cell_classes.png
Bar = 20 microns. Fill, decap, tap and diode cells in gray.
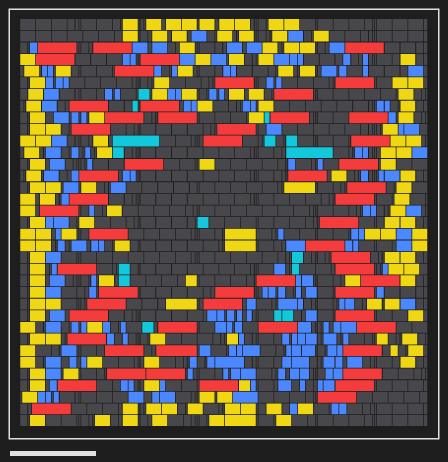
met1.png
Supply wires on this layer in gray.
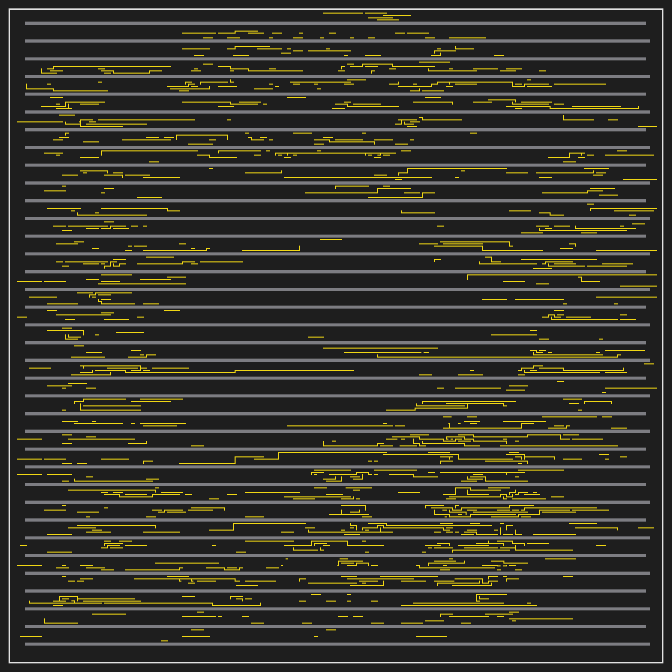
port_nets.png
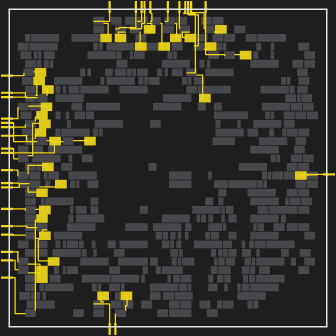
density.png
The die is cut into 10 by 10 equal tiles; white is low, dark blue is high, 0 to 100% covered.
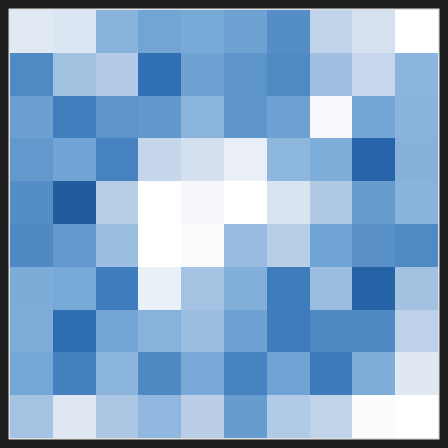
==> src/rtl/mem_load_sequencer_if.sv <==
// Write-request bundle for the program loader: two requester ports in, one memory write port out.
interface mem_load_sequencer_if #(
    parameter int ADDR_W = 9,
    parameter int DATA_W = 32
);
    logic              m0_valid;
    logic              m0_ready;
    logic [ADDR_W-1:0] m0_addr;
    logic [DATA_W-1:0] m0_data;

    logic              m1_valid;
    logic              m1_ready;
    logic [ADDR_W-1:0] m1_addr;
    logic [DATA_W-1:0] m1_data;

    logic              axi_mem_w;
    logic [ADDR_W-1:0] axi_mem_addr;
    logic [DATA_W-1:0] axi_mem_data;

    modport master (
        output m0_valid, m0_addr, m0_data,
        output m1_valid, m1_addr, m1_data,
        input  m0_ready, m1_ready,
        input  axi_mem_w, axi_mem_addr, axi_mem_data
    );

    modport slave (
        input  m0_valid, m0_addr, m0_data,
        input  m1_valid, m1_addr, m1_data,
        output m0_ready, m1_ready,
        output axi_mem_w, axi_mem_addr, axi_mem_data
    );
endinterface

==> src/rtl/mem_load_sequencer.sv <==
// Round-robin arbitrates two loaders onto the memory write port and gates CPU reset around loading.
// Latency: one cycle from handshake to memory write strobe; one write per cycle.
// Backpressure: ready is low outside LOAD; unaccepted requests must be held by the requester.
module mem_load_sequencer #(
    parameter int ADDR_W = 9,
    parameter int DATA_W = 32,
    parameter int CNT_W  = 10
) (
    input  logic             clk,
    input  logic             nreset,
    mem_load_sequencer_if.slave bus,
    input  logic             run_req,
    input  logic             halt_req,
    output logic             cpu_nreset,
    output logic [CNT_W-1:0] wr_count,
    output logic             busy
);
    typedef enum logic [1:0] {LOAD, DRAIN, RUN} state_t;

    localparam int unsigned      CNT_MAX_I = 1 << ADDR_W;
    localparam logic [CNT_W-1:0] CNT_MAX   = CNT_MAX_I[CNT_W-1:0];

    state_t            state;
    logic              prio_m1;
    logic              grant0;
    logic              grant1;
    logic              mem_w;
    logic [ADDR_W-1:0] mem_addr;
    logic [DATA_W-1:0] mem_data;

    // Ready is gated by nreset so neither port sees a grant while reset is held.
    always_comb begin
        grant0 = 1'b0;
        grant1 = 1'b0;
        if (state == LOAD && nreset) begin
            if (bus.m0_valid && (!bus.m1_valid || !prio_m1)) begin
                grant0 = 1'b1;
            end else if (bus.m1_valid) begin
                grant1 = 1'b1;
            end
        end
    end

    assign bus.m0_ready     = grant0;
    assign bus.m1_ready     = grant1;
    assign bus.axi_mem_w    = mem_w;
    assign bus.axi_mem_addr = mem_addr;
    assign bus.axi_mem_data = mem_data;

    always_ff @(posedge clk or negedge nreset) begin
        if (!nreset) begin
            state      <= LOAD;
            prio_m1    <= 1'b0;
            mem_w      <= 1'b0;
            mem_addr   <= '0;
            mem_data   <= '0;
            cpu_nreset <= 1'b0;
            wr_count   <= '0;
            busy       <= 1'b1;
        end else begin
            mem_w <= grant0 | grant1;
            if (grant0) begin
                mem_addr <= bus.m0_addr;
                mem_data <= bus.m0_data;
                prio_m1  <= 1'b1;
            end else if (grant1) begin
                mem_addr <= bus.m1_addr;
                mem_data <= bus.m1_data;
                prio_m1  <= 1'b0;
            end
            if ((grant0 | grant1) && wr_count != CNT_MAX) begin
                wr_count <= wr_count + CNT_W'(1);
            end

            case (state)
                LOAD: begin
                    if (run_req) begin
                        state <= DRAIN;
                    end
                end
                DRAIN: begin
                    state <= RUN;
                    busy  <= 1'b0;
                end
                RUN: begin
                    // CPU is released one cycle after entering RUN, after the drained write.
                    if (halt_req) begin
                        state      <= LOAD;
                        busy       <= 1'b1;
                        cpu_nreset <= 1'b0;
                        wr_count   <= '0;
                    end else begin
                        cpu_nreset <= 1'b1;
                    end
                end
                default: begin
                    state <= LOAD;
                    busy  <= 1'b1;
                end
            endcase
        end
    end
endmodule

==> src/flat_wrapper.sv <==
// flat-port wrapper written by rule: the top's interface ports become plain ports
module mem_load_sequencer_flat 
#(
    parameter int ADDR_W = 9,
    parameter int DATA_W = 32,
    parameter int CNT_W  = 10
)
  (clk, nreset, run_req, halt_req, cpu_nreset, wr_count, busy, bus_m0_valid, bus_m0_addr, bus_m0_data, bus_m1_valid, bus_m1_addr, bus_m1_data, bus_m0_ready, bus_m1_ready, bus_axi_mem_w, bus_axi_mem_addr, bus_axi_mem_data);
  mem_load_sequencer_if #(.ADDR_W(ADDR_W), .DATA_W(DATA_W)) bus_i ();
  input  logic clk;
  input  logic nreset;
  input  logic run_req;
  input  logic halt_req;
  output logic cpu_nreset;
  output logic [CNT_W-1:0] wr_count;
  output logic busy;
  input wire logic [$bits(bus_i.m0_valid)-1:0] bus_m0_valid;
  input wire logic [$bits(bus_i.m0_addr)-1:0] bus_m0_addr;
  input wire logic [$bits(bus_i.m0_data)-1:0] bus_m0_data;
  input wire logic [$bits(bus_i.m1_valid)-1:0] bus_m1_valid;
  input wire logic [$bits(bus_i.m1_addr)-1:0] bus_m1_addr;
  input wire logic [$bits(bus_i.m1_data)-1:0] bus_m1_data;
  output wire logic [$bits(bus_i.m0_ready)-1:0] bus_m0_ready;
  output wire logic [$bits(bus_i.m1_ready)-1:0] bus_m1_ready;
  output wire logic [$bits(bus_i.axi_mem_w)-1:0] bus_axi_mem_w;
  output wire logic [$bits(bus_i.axi_mem_addr)-1:0] bus_axi_mem_addr;
  output wire logic [$bits(bus_i.axi_mem_data)-1:0] bus_axi_mem_data;
  assign bus_i.m0_valid = bus_m0_valid;
  assign bus_i.m0_addr = bus_m0_addr;
  assign bus_i.m0_data = bus_m0_data;
  assign bus_i.m1_valid = bus_m1_valid;
  assign bus_i.m1_addr = bus_m1_addr;
  assign bus_i.m1_data = bus_m1_data;
  assign bus_m0_ready = bus_i.m0_ready;
  assign bus_m1_ready = bus_i.m1_ready;
  assign bus_axi_mem_w = bus_i.axi_mem_w;
  assign bus_axi_mem_addr = bus_i.axi_mem_addr;
  assign bus_axi_mem_data = bus_i.axi_mem_data;
  mem_load_sequencer #(.ADDR_W(ADDR_W), .DATA_W(DATA_W), .CNT_W(CNT_W)) u_core (.clk(clk), .nreset(nreset), .bus(bus_i), .run_req(run_req), .halt_req(halt_req), .cpu_nreset(cpu_nreset), .wr_count(wr_count), .busy(busy));
endmodule
==> config.mk <==
export PLATFORM = sky130hd
export DESIGN_NAME = mem_load_sequencer_flat
export DESIGN_NICKNAME = d
export VERILOG_FILES = /design/src/rtl/mem_load_sequencer_if.sv /design/src/rtl/mem_load_sequencer.sv /design/src/flat_wrapper.sv
export SDC_FILE = /design/constraint.sdc
export NUM_CORES = 1
export LEC_CHECK = 0
export ABC_CLOCK_PERIOD_IN_PS = 2400
export CAP_MARGIN = 5
export CELL_PAD_IN_SITES_DETAIL_PLACEMENT = 0
export CELL_PAD_IN_SITES_GLOBAL_PLACEMENT = 1
export CORE_MARGIN = 2
export CORE_UTILIZATION = 29
export CTS_BUF_LIST = sky130_fd_sc_hd__clkbuf_4
export DETAILED_ROUTE_END_ITERATION = 10
export PLACE_DENSITY = 0.85
export SYNTH_ARGS = -nofsm -noshare
export SYNTH_HDL_FRONTEND = slang
export SYNTH_SLANG_ARGS = --single-unit
==> constraint.sdc <==
create_clock -name clk -period 2.4 [get_ports clk]
set_clock_uncertainty 0.05 [all_clocks]
set_input_delay 0.48 -clock clk [delete_from_list [all_inputs] [get_ports clk]]
set_output_delay 0.48 -clock clk [all_outputs]
set_load 0.05 [all_outputs]
==> report_table.html <==
<p>Metrics extracted from the flow reports.</p>
<table>
<tr><th>Metric</th><th>Value</th></tr>
<tr><th colspan="2">Outcome</th></tr>
<tr><td>Status</td><td>completed</td></tr>
<tr><th colspan="2">Critical path</th></tr>
<tr><td>Type of destination of the critical path</td><td>output pin</td></tr>
<tr><td>Critical Path, Cell by Cell</td><td>clkdlybuf4s50_1</td></tr>
<tr><td>Reg-to-Reg Start</td><td>u_core.state[1]</td></tr>
<tr><td>Setup crit start kind</td><td>flip-flop</td></tr>
<tr><td>Critical path data arrival time</td><td>1.73 ns</td></tr>
<tr><td>Delay of the slowest critical-path stage</td><td>0.79 ns</td></tr>
<tr><td>Worst Setup EP</td><td>busy</td></tr>
<tr><td>Cell family with most CP delay</td><td>buffers and inverters</td></tr>
<tr><td>Maximum fanout along the worst path</td><td>2</td></tr>
<tr><td>Worst R2R Setup Slack</td><td>0.38 ns</td></tr>
<tr><td>Bufs and invs on worst path</td><td>1</td></tr>
<tr><td>Setup crit start</td><td>u_core.busy</td></tr>
<tr><th colspan="2">Power and ir drop</th></tr>
<tr><td>Combinational Power</td><td>0.00312 W</td></tr>
<tr><td>Overall power of the completed layout</td><td>0.00551 W</td></tr>
<tr><td>Maximum VDD drop</td><td>0.000618 V</td></tr>
<tr><td>Sequential logic power</td><td>0.00162 W</td></tr>
<tr><td>Static leakage power</td><td>2.11 nW</td></tr>
<tr><td>PwrDens</td><td>1230 nW/um^2</td></tr>
<tr><td>Clk pwr share</td><td>13.9%</td></tr>
<tr><td>Combinational share of power</td><td>56.7%</td></tr>
<tr><th colspan="2">Place</th></tr>
<tr><td>Pre-CTS setup slack</td><td>0.130 ns</td></tr>
<tr><td>Cell total after placement</td><td>511</td></tr>
<tr><td>Placer congestion estimate</td><td>0.823</td></tr>
<tr><th colspan="2">Detailed routing</th></tr>
<tr><td>Pre-antenna DRT Iters</td><td>4</td></tr>
<tr><td>Metal-1 WL</td><td>2930 microns</td></tr>
<tr><td>Met2 WL post-DR</td><td>3330 microns</td></tr>
<tr><td>Remaining antenna violation count after routing</td><td>0</td></tr>
<tr><td>Wirelength per Cell</td><td>13.4 microns</td></tr>
<tr><td>DRC</td><td>0</td></tr>
<tr><td>Number of DRC markers in iteration 0</td><td>47</td></tr>
<tr><th colspan="2">Yosys</th></tr>
<tr><td>Top post-synthesis cells by area</td><td>dfrtp_1 52%, mux2i_1 16%, o21ai_0 9.4%</td></tr>
<tr><td>Ranking of synthesized cells by instance count</td><td>56 x dfrtp_1, 50 x o21ai_0, 48 x nand2_1, 43 x mux2i_1, 9 x inv_1</td></tr>
<tr><td>Post-synthesis share of cell area spent on full adders, half adders and majority gates</td><td>0.937%</td></tr>
<tr><td>Post-Synthesis Cells</td><td>263</td></tr>
<tr><td>Cell count listed in synth_stat.txt</td><td>263</td></tr>
<tr><td>Area leader, netlist</td><td>dfrtp_1</td></tr>
<tr><td>Synth top area share</td><td>52.5%</td></tr>
<tr><th colspan="2">Global routing</th></tr>
<tr><td>Global route total overflow</td><td>0</td></tr>
<tr><td>Pin count of the biggest net entering global routing</td><td>49</td></tr>
<tr><td>First-pass GRT wire length</td><td>11800 microns</td></tr>
<tr><td>Global-route layer with the greatest usage</td><td>met2</td></tr>
<tr><th colspan="2">Final layout</th></tr>
<tr><td>Multi-input combinational cell area</td><td>1180 sq um</td></tr>
<tr><td>Net count reported at finish</td><td>501</td></tr>
<tr><td>Max reg flops</td><td>32</td></tr>
<tr><td>Top cell excl fill/tap</td><td>clkdlybuf4s50_1</td></tr>
<tr><td>Share of final-layout standard cells stronger than drive strength 1</td><td>7.45%</td></tr>
<tr><td>Number of standard cells in the layout, taps in and fillers out</td><td>527</td></tr>
<tr><td>Multi-input combinational cell count</td><td>184</td></tr>
<tr><td>Area growth, synth to finish</td><td>67.3%</td></tr>
<tr><td>Cell class ranked first by area</td><td>non-clock buffers</td></tr>
<tr><td>Seq_cells</td><td>57</td></tr>
<tr><td>Most frequent cells in the layout</td><td>140 x clkdlybuf4s50_1, 56 x dfrtp_1, 49 x o21ai_0</td></tr>
<tr><td>Share of cell area taken by multi-input logic gates</td><td>26.4%</td></tr>
<tr><th colspan="2">Clock network</th></tr>
<tr><td>Number of setup buffers added after CTS</td><td>0</td></tr>
<tr><td>Buffer levels on the longest clock path</td><td>2</td></tr>
<tr><td>Worst-Skew Late Latency</td><td>0.39 ns</td></tr>
<tr><td>H-tree lvl count</td><td>3</td></tr>
<tr><td>Clock tree from TritonCTS</td><td>done</td></tr>
<tr><td>Number of buffers added by the clock tree synthesis step</td><td>9</td></tr>
<tr><th colspan="2">STA</th></tr>
<tr><td>Post-route fraction of the period consumed by the critical path</td><td>94.2%</td></tr>
<tr><td>Final count of hold timing violations</td><td>0</td></tr>
<tr><td>Number of setup violations in the final report</td><td>0</td></tr>
<tr><td>Setup tns final</td><td>0 ns</td></tr>
<tr><td>Setup repair after global routing missed its margin</td><td>false</td></tr>
<tr><td>Maximum clock frequency</td><td>0.442 GHz</td></tr>
<tr><th colspan="2">Die</th></tr>
<tr><td># rows</td><td>35</td></tr>
<tr><td>Die Height</td><td>100 microns</td></tr>
<tr><td>Number of primary I/O pins</td><td>144</td></tr>
<tr><th colspan="2">Run</th></tr>
<tr><td>Stage-log warning count</td><td>27</td></tr>
<tr><td>MaxCap Viol Count</td><td>0</td></tr>
<tr><th colspan="2">Hold path</th></tr>
<tr><td>Path category of the worst min-delay check</td><td>primary input to asynchronous set/reset pin</td></tr>
</table>
Notes on cell_classes.png above:
- cyan: clock drivers and dummy loads (cells 16; share of their area 3.5%)
- yellow: other buffers and delay cells (cells 150; share of their area 36%)
- red: flops (cells 57; share of their area 33%)
- blue: all other logic (cells 193; share of their area 28%)
Post-Layout Inst Area: 4470 sq um
final standard cell utilization of the core: 49.3%
core area: 9060 sq um
share of cell area taken by flip-flops and latches: 32.0%

Notes on met1.png above:
- share of all routed wire: 42%
- wire length on this layer: 2930 microns
total length of routed wires: 7050 microns
Global Route met1 Usage: 17.3%

Notes on port_nets.png above:
- yellow: `bus_m1_data` (bits 32; direction input; edge 18 west, 11 north, 2 south, 1 east; end cells 32; buffers 32; wire 464 microns)

Notes on density.png above:
- tiles over 75% full: 3.0%
- mean over tiles: 43%
- fullest tile: 82%
- nearly empty tiles: 6.0%
- emptiest ninth of the die: center

Power is estimated from default activity; no workload was simulated.
